## config.mk

```make
export PLATFORM = sky130hd
export DESIGN_NAME = branch_resolve_ctrl
export DESIGN_NICKNAME = d
export VERILOG_FILES = /design/src/rtl/branch_resolve_ctrl.sv
export SDC_FILE = /design/constraint.sdc
export NUM_CORES = 1
export LEC_CHECK = 0
export CELL_PAD_IN_SITES_DETAIL_PLACEMENT = 1
export CELL_PAD_IN_SITES_GLOBAL_PLACEMENT = 1
export CORE_UTILIZATION = 46
export CTS_CLUSTER_SIZE = 14
export DETAILED_ROUTE_END_ITERATION = 12
export PLACE_DENSITY = 0.85
export SYNTH_ARGS = -nofsm -noshare
export SYNTH_HDL_FRONTEND = slang
export SYNTH_SLANG_ARGS = --single-unit
```

## constraint.sdc

```tcl
create_clock -name clk_i -period 3.4 [get_ports clk_i]
set_clock_uncertainty 0.1 [all_clocks]
set_input_delay 0.51 -clock clk_i [delete_from_list [all_inputs] [get_ports clk_i]]
set_output_delay 0.51 -clock clk_i [all_outputs]
set_load 0.05 [all_outputs]
```

## src/rtl/branch_resolve_ctrl.sv

```systemverilog
// branch_resolve_ctrl: carries IF-stage BTB predictions down to MEM, resolves
// them against the actual branch outcome, drives redirect/flush and queues
// predictor update records to the BTB.
// Optional performance counters are enabled with `define BRANCH_PERF_CNT_EN.
module branch_resolve_ctrl #(
    parameter int unsigned UPD_DEPTH  = 4,
    parameter int unsigned TRK_STAGES = 3
) (
    input  logic        clk_i,
    input  logic        rst_ni,
    input  logic        stall_i,
    input  logic        valid_if_i,
    input  logic [31:0] pc_if_i,
    input  logic        pred_taken_if_i,
    input  logic [31:0] pred_target_if_i,
    input  logic        branch_mem_i,
    input  logic        taken_mem_i,
    input  logic [31:0] target_mem_i,
    output logic [31:0] next_pc_o,
    output logic        flush_o,
    output logic        upd_valid_o,
    input  logic        upd_ready_i,
    output logic [31:0] upd_pc_o,
    output logic        upd_taken_o,
    output logic [31:0] upd_target_o,
    output logic        stall_req_o,
    output logic        overflow_o,
    output logic [31:0] branch_cnt_o,
    output logic [31:0] mispred_cnt_o
);

    localparam int unsigned PTR_W = (UPD_DEPTH > 1) ? $clog2(UPD_DEPTH) : 1;
    localparam int unsigned CNT_W = PTR_W + 1;

    typedef struct packed {
        logic        valid;
        logic [31:0] pc;
        logic        pred_taken;
        logic [31:0] pred_target;
    } trk_rec_t;

    typedef struct packed {
        logic [31:0] pc;
        logic        taken;
        logic [31:0] target;
    } upd_rec_t;

    trk_rec_t         trk_q [TRK_STAGES];
    trk_rec_t         trk_d [TRK_STAGES];
    trk_rec_t         rec_mem;

    upd_rec_t         fifo_q [UPD_DEPTH];
    logic [PTR_W-1:0] wr_ptr_q, wr_ptr_d;
    logic [PTR_W-1:0] rd_ptr_q, rd_ptr_d;
    logic [CNT_W-1:0] count_q, count_d;
    logic             overflow_q, overflow_d;

    logic             mispred_c;
    logic             push_c;
    logic             pop_c;
    logic             full_c;
    logic             wr_en_c;
    logic             drop_c;

    assign rec_mem = trk_q[TRK_STAGES-1];

    // Resolution of the MEM record against the actual outcome
    always_comb begin
        mispred_c = 1'b0;
        push_c    = 1'b0;
        if (!stall_i && rec_mem.valid) begin
            push_c = branch_mem_i;
            if (branch_mem_i) begin
                if (taken_mem_i != rec_mem.pred_taken) begin
                    mispred_c = 1'b1;
                end else if (taken_mem_i && (target_mem_i != rec_mem.pred_target)) begin
                    mispred_c = 1'b1;
                end
            end else if (rec_mem.pred_taken) begin
                mispred_c = 1'b1;
            end
        end
    end

    // Redirect: resolved outcome on mispredict, else follow the IF prediction
    always_comb begin
        next_pc_o = pc_if_i + 32'd4;
        flush_o   = mispred_c;
        if (mispred_c) begin
            next_pc_o = (branch_mem_i && taken_mem_i) ? target_mem_i : (rec_mem.pc + 32'd4);
        end else if (valid_if_i && pred_taken_if_i) begin
            next_pc_o = pred_target_if_i;
        end
    end

    // Prediction-record shift chain; a mispredict kills everything younger
    always_comb begin
        for (int unsigned i = 0; i < TRK_STAGES; i++) begin
            trk_d[i] = trk_q[i];
        end
        if (!stall_i) begin
            trk_d[0].valid       = valid_if_i && !mispred_c;
            trk_d[0].pc          = pc_if_i;
            trk_d[0].pred_taken  = pred_taken_if_i;
            trk_d[0].pred_target = pred_target_if_i;
            for (int unsigned i = 1; i < TRK_STAGES; i++) begin
                trk_d[i] = trk_q[i-1];
                if (mispred_c) begin
                    trk_d[i].valid = 1'b0;
                end
            end
        end
    end

    // Tracking record registers
    always_ff @(posedge clk_i or negedge rst_ni) begin
        if (!rst_ni) begin
            for (int unsigned i = 0; i < TRK_STAGES; i++) begin
                trk_q[i] <= '0;
            end
        end else begin
            for (int unsigned i = 0; i < TRK_STAGES; i++) begin
                trk_q[i] <= trk_d[i];
            end
        end
    end

    // Update FIFO control; a push into a full FIFO only lands if a pop frees a slot
    always_comb begin
        full_c     = (count_q == CNT_W'(UPD_DEPTH));
        pop_c      = (count_q != '0) && upd_ready_i;
        wr_en_c    = push_c && (!full_c || pop_c);
        drop_c     = push_c && full_c && !pop_c;
        wr_ptr_d   = wr_ptr_q;
        rd_ptr_d   = rd_ptr_q;
        count_d    = count_q;
        overflow_d = overflow_q || drop_c;
        if (wr_en_c) begin
            wr_ptr_d = wr_ptr_q + PTR_W'(1);
        end
        if (pop_c) begin
            rd_ptr_d = rd_ptr_q + PTR_W'(1);
        end
        if (wr_en_c && !pop_c) begin
            count_d = count_q + CNT_W'(1);
        end else if (!wr_en_c && pop_c) begin
            count_d = count_q - CNT_W'(1);
        end
    end

    // Update FIFO state registers
    always_ff @(posedge clk_i or negedge rst_ni) begin
        if (!rst_ni) begin
            wr_ptr_q   <= '0;
            rd_ptr_q   <= '0;
            count_q    <= '0;
            overflow_q <= 1'b0;
        end else begin
            wr_ptr_q   <= wr_ptr_d;
            rd_ptr_q   <= rd_ptr_d;
            count_q    <= count_d;
            overflow_q <= overflow_d;
        end
    end

    // Update FIFO storage
    always_ff @(posedge clk_i or negedge rst_ni) begin
        if (!rst_ni) begin
            for (int unsigned i = 0; i < UPD_DEPTH; i++) begin
                fifo_q[i] <= '0;
            end
        end else if (wr_en_c) begin
            fifo_q[wr_ptr_q].pc     <= rec_mem.pc;
            fifo_q[wr_ptr_q].taken  <= taken_mem_i;
            fifo_q[wr_ptr_q].target <= target_mem_i;
        end
    end

    assign upd_valid_o  = (count_q != '0);
    assign upd_pc_o     = fifo_q[rd_ptr_q].pc;
    assign upd_taken_o  = fifo_q[rd_ptr_q].taken;
    assign upd_target_o = fifo_q[rd_ptr_q].target;
    assign stall_req_o  = full_c;
    assign overflow_o   = overflow_q;

`ifdef BRANCH_PERF_CNT_EN
    logic [31:0] branch_cnt_q;
    logic [31:0] mispred_cnt_q;

    // Saturating resolved-branch and mispredict counters
    always_ff @(posedge clk_i or negedge rst_ni) begin
        if (!rst_ni) begin
            branch_cnt_q  <= '0;
            mispred_cnt_q <= '0;
        end else begin
            if (push_c && (branch_cnt_q != 32'hFFFF_FFFF)) begin
                branch_cnt_q <= branch_cnt_q + 32'd1;
            end
            if (mispred_c && (mispred_cnt_q != 32'hFFFF_FFFF)) begin
                mispred_cnt_q <= mispred_cnt_q + 32'd1;
            end
        end
    end

    // Per-cycle performance report once any branch has resolved
    always_ff @(posedge clk_i) begin
        if (rst_ni && (branch_cnt_q != '0)) begin
            $display("branch_perf: branches=%0d mispredicts=%0d mispredict_pct=%0d",
                     branch_cnt_q, mispred_cnt_q,
                     (64'(mispred_cnt_q) * 64'd100) / 64'(branch_cnt_q));
        end
    end

    assign branch_cnt_o  = branch_cnt_q;
    assign mispred_cnt_o = mispred_cnt_q;
`else
    assign branch_cnt_o  = '0;
    assign mispred_cnt_o = '0;
`endif

endmodule

```

### Metal layers overlaid

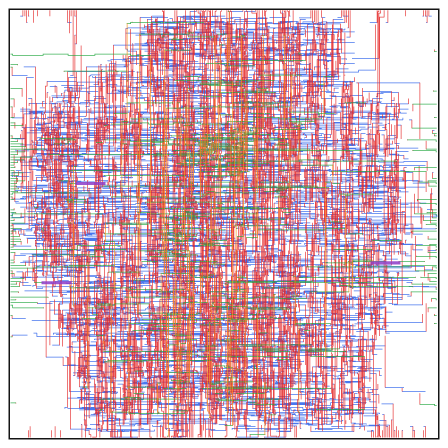
[blue] M1 | wire length: 31.3 mm
[orange] M4 | wire length: 3850 microns
[purple] M5 | wire length: 41.4 microns
[red] M2 | wire length: 38.4 mm
[green] M3 | wire length: 5960 microns

### Cell outlines without signal wires

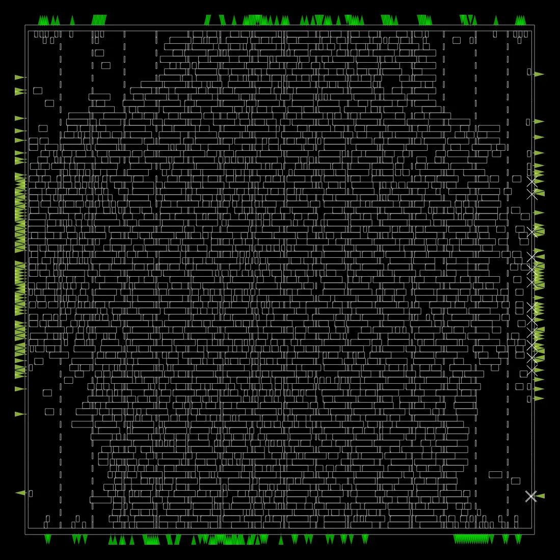
total core area: 0.0468 sq mm
count of non-filler cells in the finished layout: 2530
post-route core utilization: 59.4%
Rows: 79

### Clock distribution

Bar = 50 microns.
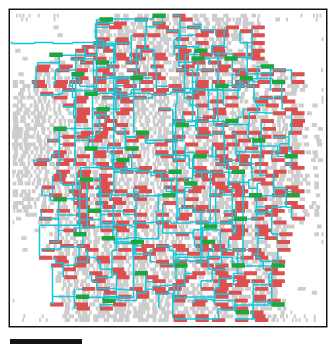
[cyan] clock wires | length: 6600 microns
[green] clock-net drivers | count: 48
[red] flip-flops | count: 466
routed clock nets: 49

### Met3 routing

Bar = 50 microns.
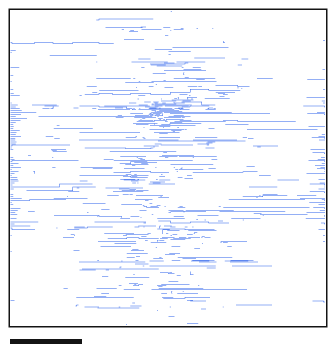
wire length on this layer: 5960 microns
longest straight run: 78.9 microns
nets with wire on the layer: 371
main direction: horizontal

### Close-up of the layout

Window x 90 to 130, y 46 to 86 microns. Cells in gray, sequential cells in the stronger gray; small squares are vias.
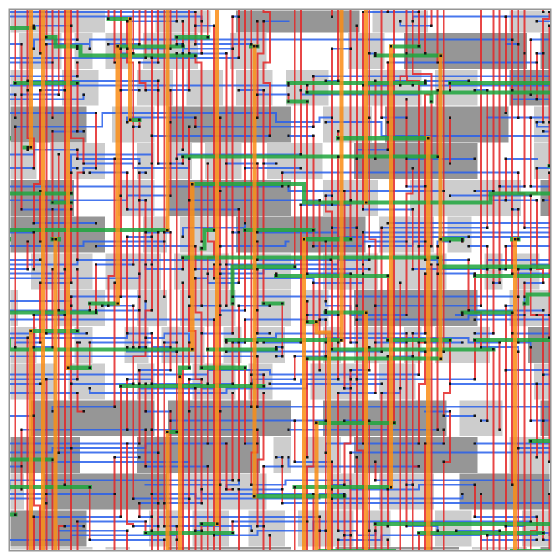
[orange] M4
[red] M2
[blue] M1
[green] M3
most frequent: buf_4 (18), dfrtp_1 (17), mux2_2 (16)
sequential cells in the window: 20
netlist names of flops here include: fifo_q (10), rec_mem (7), trk_q (3)
cells with their middle in the window: 97

==> impl_metrics.py <==
# Metrics from the implementation run
metrics = {
    "outcome": {
        "status": "finished, violations left",
        "violations": "design-rule violations, negative setup slack",
    },
    "placement": {
        "place_congestion": 0.918,
        "port_buffers": 204,
        "dpl.cell_count": 2413,
        "place_ws_ns": -0.357,
        "hpwl_microns": 47700,
        "placed_area_sq_mm": 0.0254,
    },
    "final_timing": {
        "fin_crit_sh_pct": 113,
        "period_needed_ns": 3.84,
        "rsz0062_at_grt": "yes",
        "hold_ws_ns": 0.350,
        "max_freq_ghz": 0.261,
        "finalSetupViolCount": 33,
        "worstMarginPinSlew_ns": 0.888,
        "fin_tns_setup_ns": -9.64,
        "timing.slew.headroom_pct": 40.8,
        "final_hold_viol_count": 0,
        "layout_setup_ws_ns": -0.437,
        "drv_slew": 0,
    },
    "logic_synthesis": {
        "top_cell": "dfrtp_1",
        "simple_gate_area_share_pct": 4.70,
        "syn_inst": 1571,
        "ys_seq_elements": 466,
        "yosys_area_sq_mm": 0.0219,
        "ys_top_cells_by_count": "dfrtp_1, mux2_2, buf_4, mux4_2, nand2_1",
        "avgSynthCellArea_sq_um": 13.9,
        "yosys_cells": 1571,
        "ys_types": 46,
        "ys_sh_xor_pct": 3.60,
        "top_area_share_pct": 53.3,
        "async_flop_share_pct": 100,
        "top_logic_kind": "multiplexers",
        "ys_sh_adder_pct": 0.491,
        "syn_area_sq_mm": 0.0219,
        "edf_count": 0,
        "top_area_cell": "dfrtp_1",
        "synthAoiAreaFrac_pct": 1.76,
        "synthFlopType": "dfrtp_1",
        "topCellsByArea": "dfrtp_1, mux2_2, mux4_2, buf_4, xor2_1",
        "ys_warn_count": 0,
        "synth.area.mux_share_pct": 31.8,
        "synth_seq_share_pct": 53.3,
    },
    "critical_path": {
        "reg2reg_to": "fifo_q[102]",
        "worstPathMaxFanout": 4,
        "critPathMaxStageDelay_ns": 0.46,
        "crit_top_cell": "buf_6",
        "cp_cell_sequence": "buf_6 -> nand4_1 -> buf_6 -> nor4_4 -> buf_4 -> nand3_1 -> xor2_1 -> o21ai_1 -> buf_4 -> mux2_4 -> buf_6",
        "r2r-start": "count_q[0]",
        "cp_slowest_cell": "dfrtp_1",
        "crit_required_ns": 2.79,
        "critical_path_arrival_ns": 3.23,
        "critPathCaptureType": "primary output",
        "start_kind": "register",
        "r2r_slack_ns": 0.58,
        "worstSetupPathType": "reg2out",
        "r2r_cells": 6,
    },
    "floorplan": {
        "fp_util_pct": 46.8,
        "die_area_sq_mm": 0.0485,
        "die_x_microns": 220,
        "die_h_microns": 220,
        "nWellTaps": 607,
        "io_pins": 269,
    },
    "pwr": {
        "leakagePower_nw": 12.4,
        "power_density_mw_per_mm2": 864,
        "p_total_mw": 24.0,
        "ir_worst_vdd_uv": 398,
    },
    "final_layout": {
        "n_clock_buffer": 65,
        "mi_logic_area_sq_mm": 0.00999,
        "final_common_cell": "mux2_2",
        "fillers": 4341,
        "sh_seq_area_pct": 42.1,
        "antenna_cells": 1,
        "syn2layout_area_growth_pct": 26.8,
        "clkCellAreaFrac_pct": 5.98,
        "logic_gates": 991,
        "drive_gt1_share_pct": 46.6,
        "n_all_buffers": 368,
        "most-common-layout-cells": "mux2_2, dfrtp_1, buf_4",
        "largest_reg_flops": 260,
        "dominant_cells": "registers",
        "top_register": "fifo_q",
        "fin_area_sq_mm": 0.0278,
        "seq_area_sq_mm": 0.0117,
        "buffer_area_share_pct": 13.1,
        "n_all_inverters": 8,
        "comb_share_pct": 36.0,
        "layout.nets": 1995,
        "flops": 466,
    },
    "worst_hold_path": {
        "whs_path_depth": 2,
        "min_from": "stall_i",
        "hold_end": "trk_q[139]",
        "min_path_type": "in2reg",
    },
    "grt": {
        "grt_pass1_wl_microns": 114000,
        "first_global_vias": 16700,
        "met1_usage_pct": 42.0,
        "grt.busiest_layer": "met2",
        "grt_max_degree": 88,
        "met3_usage_pct": 6.78,
        "antenna_found_initial": 5,
        "grt_usage_pct": 32.0,
        "grt-ovfl-total": 0,
        "grt_use_met2_pct": 51.3,
    },
    "clock_network": {
        "cts_tree": "yes",
        "clock_sinks": 466,
        "cts_resized": 118,
        "cts.clk_slew.worst_paths_ns": 0.07,
        "cts_root_buf": "clkbuf_16",
        "insertion_delay_ns": 0.60,
        "cts_made_buffers": 48,
        "post_cts_buffers": 21,
        "cts_hold_buf": 1,
        "ctsHtreeMaxLevel": 2,
        "clock_path_buffers": 3,
    },
    "route": {
        "wl_met3_microns": 5960,
        "dr.pass1.iters": 9,
        "wl_met1_microns": 31300,
        "routed_wl_microns": 79500,
        "avgRoutedWirePerCell_microns": 31.4,
        "drc": 28,
        "via_per_inst": 6.10,
        "highest_layer": "met5",
        "final_antenna_net_count": 0,
        "vias": 15400,
        "dr.first_iter.drc_count": 1483,
        "dr_wl_met2_microns": 38400,
    },
    "flow_run": {
        "warning_count": 31,
        "cap_violations": 0,
    },
}
[critical path, delay by kind of cell, from the launching register on]
family | cells | cell delay (ns)
simple gates | 3 | 0.53
xor+xnor | 1 | 0.36
flops | 1 | 0.46
buf+inv | 5 | 0.86
compound gates | 1 | 0.14
mux | 1 | 0.26
[power by group]
group | switching [mW] | total, mW | internal, mW
registers | 1.49 | 8.79 | 7.31
clock network | 2.45 | 5.71 | 3.26
logic | 5.58 | 9.50 | 3.92
[worst max-delay path by stage]
stage,start,endpoint,slack [ns]
detailed placement,target_mem_i[24],next_pc_o[21],-0.36
CTS,rec_mem[18],next_pc_o[2],-0.19
finish,rec_mem[36],next_pc_o[29],-0.44
floorplan,rec_mem[35],next_pc_o[30],0.11
global placement,target_mem_i[24],next_pc_o[7],-0.28
global route,rec_mem[36],next_pc_o[29],-0.38
No activity file was given, so power comes from the tool's default toggle rates.
